Design multicycle_control, sky130hd; sources not shown.
run_1/met1.png
Drawn at 6 px/um. Supply wires on this layer in gray.
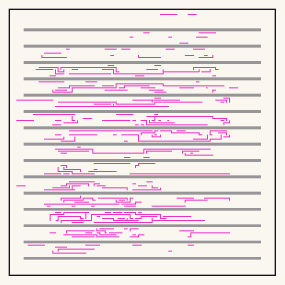
The wires run mostly horizontal. The longest straight run is 18.9 um. 90 nets have wire on it. The layer carries 692 um of wire.
DRT Wirelength: 1.486 mm
Vias: 627
met1 Usage GRT: 0.2164

run_1/density.png
Drawn at 8 px/um. The die is cut into 9 by 9 equal tiles; white is low, dark blue is high, 0 to 100% covered.
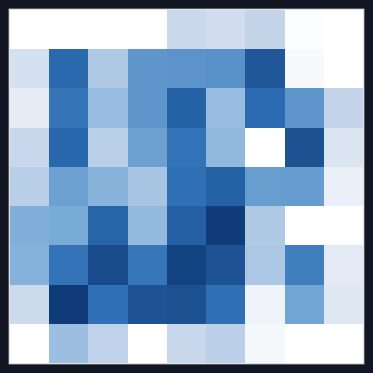
20% of the tiles are over 75% full. The mean over all tiles is 42%. The emptiest ninth of the die: bottom right. 17% of the tiles are nearly empty. The fullest tile reaches 96%.
Core ar.: 1506 sq um
fp util: 0.3738
final core occ: 0.5573

run_1/met3.png
Drawn at 12 px/um.
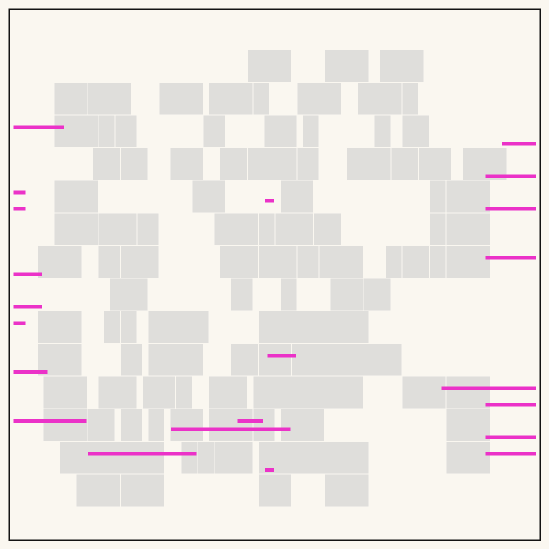
20 nets have wire on it. The longest straight run is 9.70 um. The wires run mostly horizontal. The layer holds 5.0% of the routed length. The layer carries 74.8 um of wire.
M3 GR Usage: 0

==> job_summary.md, run 1 <==
### Flow metrics

| Metric | Value |
|---|---|
| #MultiIn Comb | `59` |
| Crit end category | `primary output` |
| Final setup fails | `0` |
| Final Net Count | `108` |
| Mux frac, synth | `0.02000` |
| CP peak stage delay | `0.58 ns` |
| Crit path max-delay family | `buffers and inverters` |
| RSZ-0062 raised after global routing | `false` |
| CTS H-tree depth | `1` |
| Post-synthesis adder-cell area fraction | `0` |
| Row cnt | `14` |
| Synth Instances | `71` |
| Register area | `100.1 sq um` |
| CTS tree | `built` |
| Synthesized area | `563.0 sq um` |
| Setup TNS | `0 ns` |
| Outcome | `finished, final reports clean` |
| Wl on met1 | `691 um` |
| XOR/XNOR Area Share | `0.04667` |
| CP max FO | `7` |
| Worst Tran Pin Value | `0.5704 ns` |
| Combinational share of cell area | `0.4754` |
[run 1: stage by stage]
stage,setup slack (ns),area [sq um],power [mW]
global route,1.455,839.6,0.3856
detailed placement,1.532,817.0,0.3148
CTS,1.522,839.6,0.3653
floorplan,2.239,563.0,0.2252
global placement,1.558,817.0,0.3138
finish,1.529,839.6,0.3620
[run 1: power by group through the flow]
stage / combinational, mW / sequential (mW) / clock, mW
after floorplan: 0.154 / 0.0712 / 0
after global placement: 0.230 / 0.0837 / 0
after detailed placement: 0.230 / 0.0850 / 0
after CTS: 0.231 / 0.0841 / 0.0497
after global routing: 0.247 / 0.0871 / 0.0512
final: 0.229 / 0.0840 / 0.0490
[run 1: placed cells by master, fill, tap and decap left out, drive strengths merged, types with 2 or more instances in the layout]
| cell type | netlist | routed |
|---|---|---|
| inv | 2 | 2 |
| nor2 | 11 | 11 |
| a211oi | 2 | 2 |
| nor2b | 2 | 2 |
| o21ai | 2 | 2 |
| nor3 | 4 | 4 |
| clkbuf | 1 | 3 |
| nand2b | 6 | 6 |
| xor2 | 2 | 2 |
| nand2 | 4 | 4 |
| o221ai | 2 | 2 |
| nor3b | 2 | 2 |
| dfrtp | 4 | 4 |
| clkdlybuf4s50 | 0 | 29 |
| a21oi | 3 | 3 |
[run 1: cells in the mapped netlist (2+ instances only)]
master	instances
dfrtp_1	4
nor3b_1	2
nor2b_1	2
nand2_1	4
buf_6	4
o21ai_0	2
nor2_1	11
nor3_1	4
xor2_1	2
o221ai_1	2
nand2b_1	6
inv_1	2
a21oi_1	3
a211oi_1	2
## Run 2: what changed since run 1
ABC_CLOCK_PERIOD_IN_PS = 2650   (was 4300)
clock period = 2.65 ns   (was 4.3 ns; I/O delays follow)
run_2/met3.png
Drawn at 12 px/um.
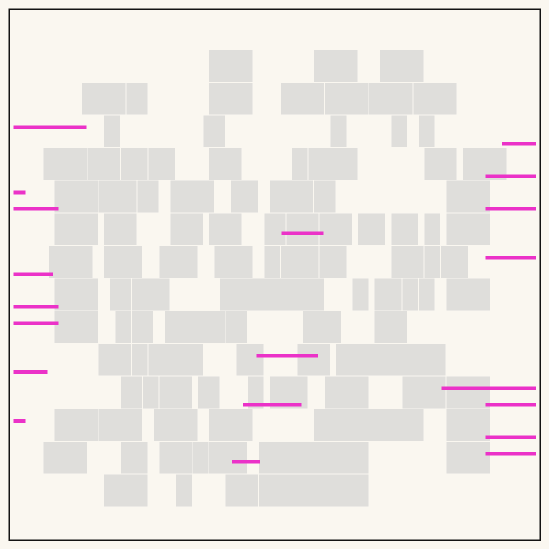
DRT Wirelength: 1.467 mm
M3 GR Usage: 0.02449
Vias: 643

==> run 2 against run 1 <==
Against the previous run: total power rose by 66%; clock-buffer cell count stayed put; wire length fell by 1.3%; cell count grew 3.5%; non-clock buffer count grew 4; largest power group unchanged.
==> job_summary.md, run 2 <==
### Flow metrics

| Metric | Value |
|---|---|
| DR iter-0 viols | `13` |
| Worst Tran Pin Value | `0.4797 ns (-0.09071 ns)` |
| Final RePlAce weighted congestion | `0.7525` |
| I/O pin count | `30` |
| Final Net Count | `112 (+3.7%)` |
| Synthesized area | `563.0 sq um (unchanged)` |
| Post-DRT Antenna Nets | `0` |
| Comb gate area | `399.1 sq um` |
| Top Layout Cells | `29 x clkdlybuf4s50_1, 11 x nor2_1, 6 x nand2b_1` |
| Share of cells above drive strength 1 | `0.1188` |
| Post-synth ARST share | `1.000` |
| Tool warnings | `26` |
| CP peak stage delay | `0.61 ns (+0.03 ns)` |
| Setup crit start kind | `flop` |
| TritonRoute pass-1 iters | `4` |
| Ys flops | `4` |
| Final setup fails | `0 (unchanged)` |
| Synth Instances | `71 (unchanged)` |
| Die height | `44.11 um` |
| Area leader share | `0.1778` |
| Predominant post-synthesis flop cell | `dfrtp_1` |
| Setup TNS | `0 ns (unchanged)` |
| Commonest Layout Cell | `clkdlybuf4s50_1` |
| Outcome | `finished, final reports clean` |
| R2R setup slack | `0.94 ns` |
| CP required | `2.18 ns` |
| Vias in the first global route | `556` |
| Tmin final | `2.487 ns` |
| Synth warn | `0` |
| CTS tree | `built` |
| Cell with the most instances after synthesis | `nor2_1` |
| Syn_area_per_cell | `7.930 sq um` |
| Core ar. | `1506 sq um (unchanged)` |
| Register area | `100.1 sq um (unchanged)` |
| Fin crit share | `0.9386` |
| CP max FO | `14 (+7)` |
| Row cnt | `14 (unchanged)` |
| Crit end category | `primary output` |
| Post-synth EDFFs | `0` |
| Fp util | `0.3738 (unchanged)` |
| Post-CTS setup buffers | `0` |
| Pwr dens | `691.6 nW/um^2` |
| RSZ-0062 raised after global routing | `false` |
| CTS H-tree depth | `1 (unchanged)` |
| Final WS setup | `0.1626 ns (-1.367 ns)` |
| Dpl ws | `0.2202 ns (-1.312 ns)` |
| Syn nets | `80` |
| Drt drc | `0` |
| Commonest cells post-synth | `11 x nor2_1, 6 x nand2b_1` |
run_2/met1.png
Drawn at 6 px/um. Supply wires on this layer in gray.
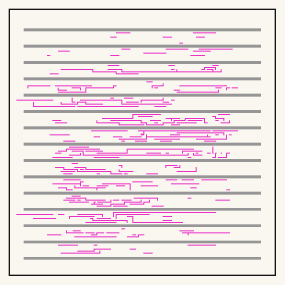
90 nets have wire on it. The layer holds 44% of the routed length. The layer carries 648 um of wire. The wires run mostly horizontal. The longest straight run is 17.5 um.
met1 Usage GRT: 0.1841

## run 2: cell types whose count changed in the layout (fill, tap and decap cells not counted), sizes merged
cell / delta
buf: +4
## run 2: metal layers
layer	track usage	vias up	part of all wire
met5	-	-	0
met3	0.02449	2	0.048
met4	0.07273	0	0.0055
met1	0.1841	294	0.44
met2	0.2735	22	0.50
li1	-	325	-
## run 2: logic make-up after synthesis
| family | Yosys count | synth area share |
|---|---|---|
| flip-flops | 4 | 0.1778 |
| multiplexers | 1 | 0.02000 |
| XOR/XNOR | 3 | 0.04668 |
| AND/OR/NAND/NOR | 36 | 0.3800 |
| buffers and inverters | 8 | 0.1133 |
| AND-OR/OR-AND | 19 | 0.2622 |
## run 2: critical path: cells and delay by family, from the launching register on
kind	cells	cell delay, ns
flops	1	0.58
buf+inv	1	0.61
simple gates	2	0.30
mux	1	0.30
## run 2: through the flow
step	std cells	power, mW	util	area [sq um]
floorplan	71	0.3655	-	563.0
global placement	114	0.5273	0.5623	847.1
detailed placement	114	0.5294	0.5623	847.1
CTS	117	0.6084	0.5772	869.6
global route	117	0.6427	0.5772	869.6
finish	117	0.6014	0.5772	869.6
## run 2: cell type report
type,instances,area share
repair buffers,33,0.3683
inverters,2,0.008633
well taps,16,0.02302
flip-flops and latches,4,0.1151
multi-input cells,59,0.4590
clock buffers,3,0.02590
## run 2: power by group
part	internal, mW	switching [mW]	total [mW]
combinational	0.212	0.195	0.407
clock	0.0504	0.0224	0.0728
sequential	0.0755	0.0465	0.122
total	0.338	0.264	0.601
No activity file was given, so power comes from the tool's default toggle rates.
